**Selected gate families**

Scale bar: 20 um.
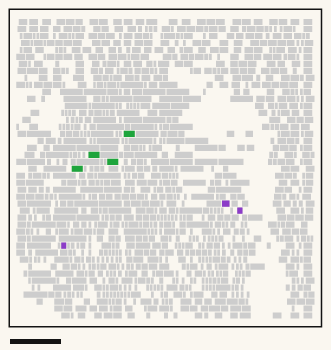
**Close-up of the layout**

Scale bar: 5 um. Window x 50 to 70, y 76 to 96 um. Cells in gray, sequential cells in the stronger gray; small squares are vias.
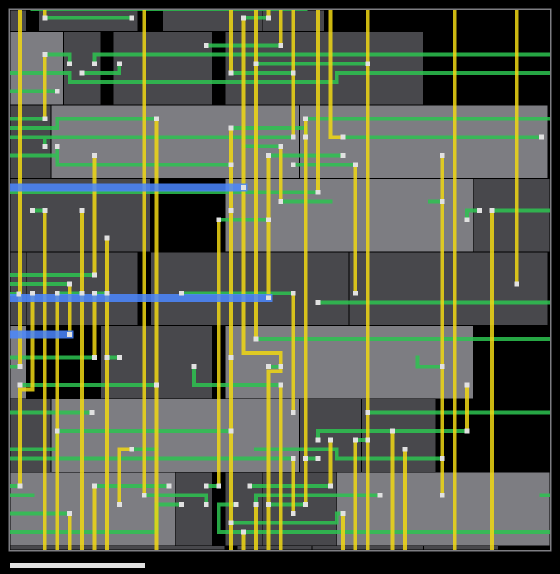
**Routed metal, one color a layer**

Scale bar: 20 um.
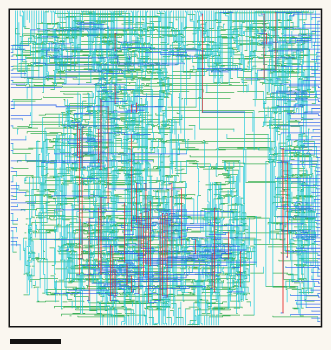
**Routing congestion**

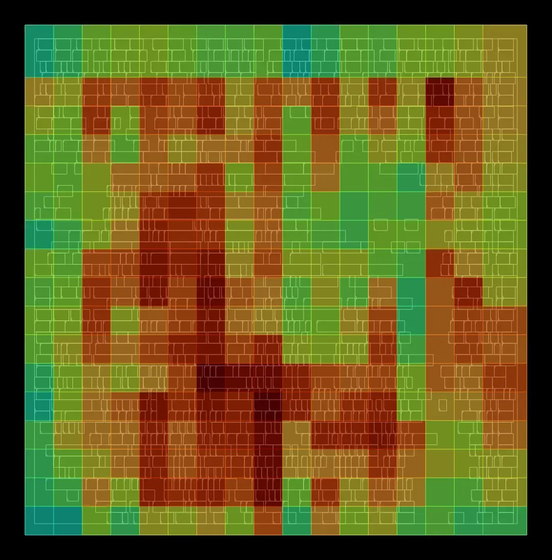
**Where the registers sit**

Scale bar: 20 um. Other sequential cells in the stronger gray, the rest of the logic in the fainter gray.
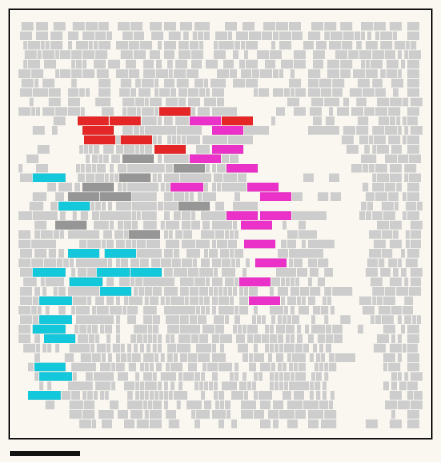
### config.mk
export PLATFORM = sky130hd
export DESIGN_NAME = v_pipe_query_mp
export DESIGN_NICKNAME = d
export VERILOG_FILES = /design/src/rtl/v_pipe_query_mp.sv
export SDC_FILE = /design/constraint.sdc
export NUM_CORES = 1
export LEC_CHECK = 0
export ABC_AREA = 1
export CAP_MARGIN = 15
export CORE_AREA = 2 2 119 121
export DETAILED_ROUTE_END_ITERATION = 6
export DIE_AREA = 0 0 121 123
export PLACE_DENSITY = 0.89
export SLEW_MARGIN = 15
export SYNTH_ARGS = -nofsm -noshare
export SYNTH_HDL_FRONTEND = slang
export SYNTH_SLANG_ARGS = --single-unit
### constraint.sdc
create_clock -name clk -period 2.45 [get_ports clk]
set_clock_uncertainty 0.05 [all_clocks]
set_input_delay 0.3675 -clock clk [delete_from_list [all_inputs] [get_ports clk]]
set_output_delay 0.3675 -clock clk [all_outputs]
set_load 0.01 [all_outputs]
### src/rtl/v_pipe_query_mp.sv
// Multi-port list query pipeline: per-port request slots, round-robin arbitration onto one
// state-table read port, hazard replay against the update pipeline, and a coded per-port response.
package cfg_pkg;
  localparam int unsigned ENTRIES_N     = 4;
  localparam int unsigned ID_BITS       = 8;
  localparam int unsigned ADDR_BITS     = ID_BITS;
  localparam int unsigned LEVEL_BITS    = 2;
  localparam int unsigned KEY_BITS      = 16;
  localparam int unsigned VOLUME_BITS   = 16;
  localparam int unsigned LISTSIZE_BITS = 8;
endpackage

package v_pkg;
  typedef struct packed {
    logic [cfg_pkg::LISTSIZE_BITS-1:0]                           listsize;
    logic [cfg_pkg::ENTRIES_N-1:0][cfg_pkg::VOLUME_BITS-1:0]     volume;
    logic [cfg_pkg::ENTRIES_N-1:0][cfg_pkg::KEY_BITS-1:0]        key;
    logic [cfg_pkg::ENTRIES_N-1:0]                               vld;
  } state_t;
endpackage

module v_pipe_query_mp #(
  parameter int unsigned PORTS_N      = 2,
  parameter int unsigned UPD_STAGES_N = 5,
  parameter int unsigned RETRY_MAX    = 4,
  parameter int unsigned RAM_LAT      = 1,
  parameter int unsigned ENTRIES_N    = cfg_pkg::ENTRIES_N
) (
  input  logic                                          clk,
  input  logic                                          arst_n,
  input  logic [PORTS_N-1:0]                            i_lut_vld,
  output logic [PORTS_N-1:0]                            o_lut_rdy,
  input  logic [PORTS_N*cfg_pkg::ID_BITS-1:0]           i_lut_prod_id,
  input  logic [PORTS_N*cfg_pkg::LEVEL_BITS-1:0]        i_lut_level,
  output logic [PORTS_N-1:0]                            o_lut_vld_r,
  output logic [PORTS_N*cfg_pkg::KEY_BITS-1:0]          o_lut_key,
  output logic [PORTS_N*cfg_pkg::VOLUME_BITS-1:0]       o_lut_size,
  output logic [PORTS_N*cfg_pkg::LISTSIZE_BITS-1:0]     o_lut_listsize,
  output logic [PORTS_N*2-1:0]                          o_lut_error,
  output logic                                          o_state_ren,
  output logic [cfg_pkg::ADDR_BITS-1:0]                 o_state_raddr,
  input  v_pkg::state_t                                 i_state_rdata,
  input  logic [UPD_STAGES_N-1:0]                       i_upd_vld_r,
  input  logic [UPD_STAGES_N*cfg_pkg::ID_BITS-1:0]      i_upd_prod_id_r
);
  localparam int unsigned ID_BITS       = cfg_pkg::ID_BITS;
  localparam int unsigned LEVEL_BITS    = cfg_pkg::LEVEL_BITS;
  localparam int unsigned KEY_BITS      = cfg_pkg::KEY_BITS;
  localparam int unsigned VOLUME_BITS   = cfg_pkg::VOLUME_BITS;
  localparam int unsigned LISTSIZE_BITS = cfg_pkg::LISTSIZE_BITS;
  localparam int unsigned CNT_W  = (RETRY_MAX > 0) ? $clog2(RETRY_MAX + 1) : 1;
  localparam int unsigned PORT_W = (PORTS_N > 1) ? $clog2(PORTS_N) : 1;

  typedef struct packed {
    logic                 vld;
    logic                 rd;
    logic [PORT_W-1:0]    port;
    logic [ENTRIES_N-1:0] lvl;
    logic [ID_BITS-1:0]   id;
  } rsp_t;

  logic [PORTS_N-1:0]                  slot_vld_q, slot_vld_d;
  logic [PORTS_N-1:0][ID_BITS-1:0]     slot_id_q, slot_id_d;
  logic [PORTS_N-1:0][ENTRIES_N-1:0]   slot_lvl_q, slot_lvl_d;
  logic [PORTS_N-1:0][CNT_W-1:0]       cnt_q, cnt_d;
  logic [PORT_W-1:0]                   rr_q, rr_d;
  rsp_t [RAM_LAT-1:0]                  pipe_q, pipe_d;

  logic [PORTS_N-1:0]                  hazard, elig, grant, rdy;
  logic [PORTS_N-1:0][ENTRIES_N-1:0]   lvl_dec;
  logic                                gnt_vld, gnt_clean;
  logic [PORT_W-1:0]                   gnt_idx;
  rsp_t                                head;
  logic [KEY_BITS-1:0]                 key_sel;
  logic [VOLUME_BITS-1:0]              vol_sel;
  logic                                late_hz, rsp_busy, rsp_inval;
  logic [1:0]                          rsp_err;

  // Hazard compares the live update-stage flops every cycle, so a blocked slot frees as soon as the ID drains.
  always_comb begin
    hazard = '0;
    elig   = '0;
    for (int unsigned p = 0; p < PORTS_N; p++) begin
      for (int unsigned s = 0; s < UPD_STAGES_N; s++) begin
        if (i_upd_vld_r[s] && (i_upd_prod_id_r[s*ID_BITS +: ID_BITS] == slot_id_q[p])) begin
          hazard[p] = 1'b1;
        end
      end
      elig[p] = slot_vld_q[p] & (~hazard[p] | (cnt_q[p] == CNT_W'(RETRY_MAX)));
    end
  end

  always_comb begin
    gnt_vld = 1'b0;
    gnt_idx = '0;
    grant   = '0;
    for (int unsigned k = 0; k < PORTS_N; k++) begin
      int unsigned idx;
      idx = (32'(rr_q) + k) % PORTS_N;
      if (!gnt_vld && elig[idx]) begin
        gnt_vld = 1'b1;
        gnt_idx = PORT_W'(idx);
      end
    end
    grant[gnt_idx] = gnt_vld;
    gnt_clean      = gnt_vld & ~hazard[gnt_idx];
    rdy            = ~slot_vld_q | grant;
  end

  assign o_lut_rdy     = rdy;
  assign o_state_ren   = gnt_clean;
  assign o_state_raddr = gnt_clean ? slot_id_q[gnt_idx] : '0;

  always_comb begin
    lvl_dec = '0;
    for (int unsigned p = 0; p < PORTS_N; p++) begin
      for (int unsigned e = 0; e < ENTRIES_N; e++) begin
        if (i_lut_level[p*LEVEL_BITS +: LEVEL_BITS] == LEVEL_BITS'(e)) begin
          lvl_dec[p][e] = 1'b1;
        end
      end
    end
  end

  // A granted slot frees and may reload from a same-cycle transfer on its port.
  always_comb begin
    slot_vld_d = slot_vld_q;
    slot_id_d  = slot_id_q;
    slot_lvl_d = slot_lvl_q;
    cnt_d      = cnt_q;
    for (int unsigned p = 0; p < PORTS_N; p++) begin
      if (grant[p]) begin
        slot_vld_d[p] = 1'b0;
      end else if (slot_vld_q[p] && hazard[p] && (cnt_q[p] != CNT_W'(RETRY_MAX))) begin
        cnt_d[p] = cnt_q[p] + CNT_W'(1);
      end
      if (i_lut_vld[p] && rdy[p]) begin
        slot_vld_d[p] = 1'b1;
        slot_id_d[p]  = i_lut_prod_id[p*ID_BITS +: ID_BITS];
        slot_lvl_d[p] = lvl_dec[p];
        cnt_d[p]      = '0;
      end
    end
    rr_d = gnt_vld ? PORT_W'((32'(gnt_idx) + 1) % PORTS_N) : rr_q;
  end

  always_comb begin
    pipe_d    = '0;
    pipe_d[0] = '0;
    if (gnt_vld) begin
      pipe_d[0].vld  = 1'b1;
      pipe_d[0].rd   = gnt_clean;
      pipe_d[0].port = gnt_idx;
      pipe_d[0].lvl  = slot_lvl_q[gnt_idx];
      pipe_d[0].id   = slot_id_q[gnt_idx];
    end
    for (int unsigned i = 1; i < RAM_LAT; i++) begin
      pipe_d[i] = pipe_q[i-1];
    end
  end

  always_ff @(posedge clk or negedge arst_n) begin
    if (!arst_n) begin
      slot_vld_q <= '0;
      slot_id_q  <= '0;
      slot_lvl_q <= '0;
      cnt_q      <= '0;
      rr_q       <= '0;
      pipe_q     <= '0;
    end else begin
      slot_vld_q <= slot_vld_d;
      slot_id_q  <= slot_id_d;
      slot_lvl_q <= slot_lvl_d;
      cnt_q      <= cnt_d;
      rr_q       <= rr_d;
      pipe_q     <= pipe_d;
    end
  end

  // The pipe head lines up with read data arriving RAM_LAT cycles after the grant.
  always_comb begin
    head      = pipe_q[RAM_LAT-1];
    key_sel   = '0;
    vol_sel   = '0;
    for (int unsigned e = 0; e < ENTRIES_N; e++) begin
      if (head.lvl[e]) begin
        key_sel = key_sel | i_state_rdata.key[e];
        vol_sel = vol_sel | i_state_rdata.volume[e];
      end
    end
    late_hz   = i_upd_vld_r[0] && (i_upd_prod_id_r[ID_BITS-1:0] == head.id);
    rsp_busy  = ~head.rd | late_hz;
    rsp_inval = (head.lvl & i_state_rdata.vld) == '0;
    rsp_err   = rsp_busy ? 2'b01 : (rsp_inval ? 2'b10 : 2'b00);

    o_lut_vld_r    = '0;
    o_lut_key      = '0;
    o_lut_size     = '0;
    o_lut_listsize = '0;
    o_lut_error    = '0;
    for (int unsigned p = 0; p < PORTS_N; p++) begin
      if (head.vld && (head.port == PORT_W'(p))) begin
        o_lut_vld_r[p]         = 1'b1;
        o_lut_error[p*2 +: 2]  = rsp_err;
        if (head.rd) begin
          o_lut_key[p*KEY_BITS +: KEY_BITS]                = key_sel;
          o_lut_size[p*VOLUME_BITS +: VOLUME_BITS]         = vol_sel;
          o_lut_listsize[p*LISTSIZE_BITS +: LISTSIZE_BITS] = i_state_rdata.listsize;
        end
      end
    end
  end
endmodule

==> results_dict.tcl <==
# metrics dict for downstream scripts
set metrics [dict create \
    status "complete, but fails checks" \
    violations "negative setup slack" \
    synthArstFlopShare_pct 100 \
    clkPwrFrac_pct 8.2 \
    worst_slew_pin_slew_ps 704 \
    tritoncts "built" \
    ys_seq_share_pct 25.3 \
    yosysWarnings 0 \
    hold_ws_ps 25.9 \
    grt_antenna_before_repair 0 \
    setup_viol_count_final 47 \
    die_w_um 121 \
    place.gp.congestion 1.08 \
    cts_made_buffers 5 \
    max_freq_ghz 0.337 \
    lay_top_count "clkdlybuf4s50_1" \
    required_ps 2030 \
    maxCapViolCount 0 \
    syn_inst 768 \
    die_h_um 123 \
    layout_setup_ws_ps -517 \
    final_cell_area_um2 9750 \
    final_cell_mix "246 x clkdlybuf4s50_1, 172 x nand2_1, 108 x nor2_1" \
    synth_top_flop_cell "dfrtp_1" \
    yosys-stat-cells 768 \
]
Notes on 'selected gate families' above:
[AND and OR gates] purple | cells: 3
[adder and majority cells] green | cells: 4

Notes on 'close-up of the layout' above:
[metal 3] blue
[metal 2] yellow
[metal 1] green
cells with their middle in the window: 20
most frequent: dfrtp_1 (7), buf_12 (3), buf_4 (2)
sequential cells in the window: 7
netlist names of flops here include: head (5)

Notes on 'routed metal, one color a layer' above:
[metal 4] red | wire length: 1030 um
[metal 1] green | wire length: 9700 um
[metal 3] blue | wire length: 2880 um
[metal 2] cyan | wire length: 12900 um

Notes on 'routing congestion' above:
gr busiest metal: met2
Global Route Usage Sum: 30.1%
per-cell routed wire length: 19.7 um
met1 Usage GRT: 38.2%

Notes on 'where the registers sit' above:
[slot_id_q] cyan | placed flops: 16
[head] magenta | placed flops: 15 | where: center
[slot_lvl_q] red | placed flops: 8
not colored: 9

flip-flops by register name, summed over array words and instances, names as in the netlist:
name,flops
cnt_q,6
slot_vld_q,2
head,15
rr_q,1
slot_lvl_q,8
slot_id_q,16
final cells by class:
class	count	area (um^2)	area share, %
multi-input cells	587	3460	35.5
inverters	86	334	3.43
well taps	180	225	2.31
clock inverters	3	68.8	0.706
repair buffers	435	4320	44.3
flip-flops and latches	48	1210	12.4
clock buffers	5	125	1.28
repair_timing:
item	4_1_cts	5_1_grt
cloned	1	7
hold endpoints to repair	0	0
pin swaps	31	46
gates resized	170	140
buffers inserted	15	25
endpoints found under the setup margin	62	97
cells by family after synthesis:
family                   count (synthesis)  synth area share (%)
adder cells (fa/ha/maj)                  4                  1.05
flip-flops                              48                  25.3
XOR/XNOR                                22                  4.06
buffers and inverters                  135                  12.1
AND-OR/OR-AND                          149                  21.8
AND/OR/NAND/NOR                        410                  35.7
worst paths after layout:
check	start	end	slack, ps	depth (start not counted)
worst min register to register	slot_lvl_q[4]	slot_lvl_q[4]	460	2
worst min-delay path	arst_n	slot_lvl_q[3]	30	1
max in group asynchronous	arst_n	slot_id_q[6]	1770	2
worst max register to register	slot_id_q[7]	slot_lvl_q[0]	-250	18
min in group clk	slot_lvl_q[4]	slot_lvl_q[4]	460	2
worst max-delay path	slot_id_q[7]	o_state_raddr[3]	-520	15
metal layers:
metal  track usage [%]  up-vias  part of all wire, %
met5                 0        -                    0
met4              10.2        0                  3.9
met3              5.58      101                   11
met2              51.3      509                   49
met1              38.2     3262                   37
li1                  -     3291                    -
power groups by stage:
stage	Combinational, mW	Clock [mW]	Sequential, mW
after floorplan	3.28	0	1.28
after global placement	6.46	0	1.52
after detailed placement	6.53	0	1.53
after CTS	7.09	0.899	1.56
after global routing	9.11	0.957	1.64
final	8.65	0.917	1.62
Power and IR drop assume default switching activity.
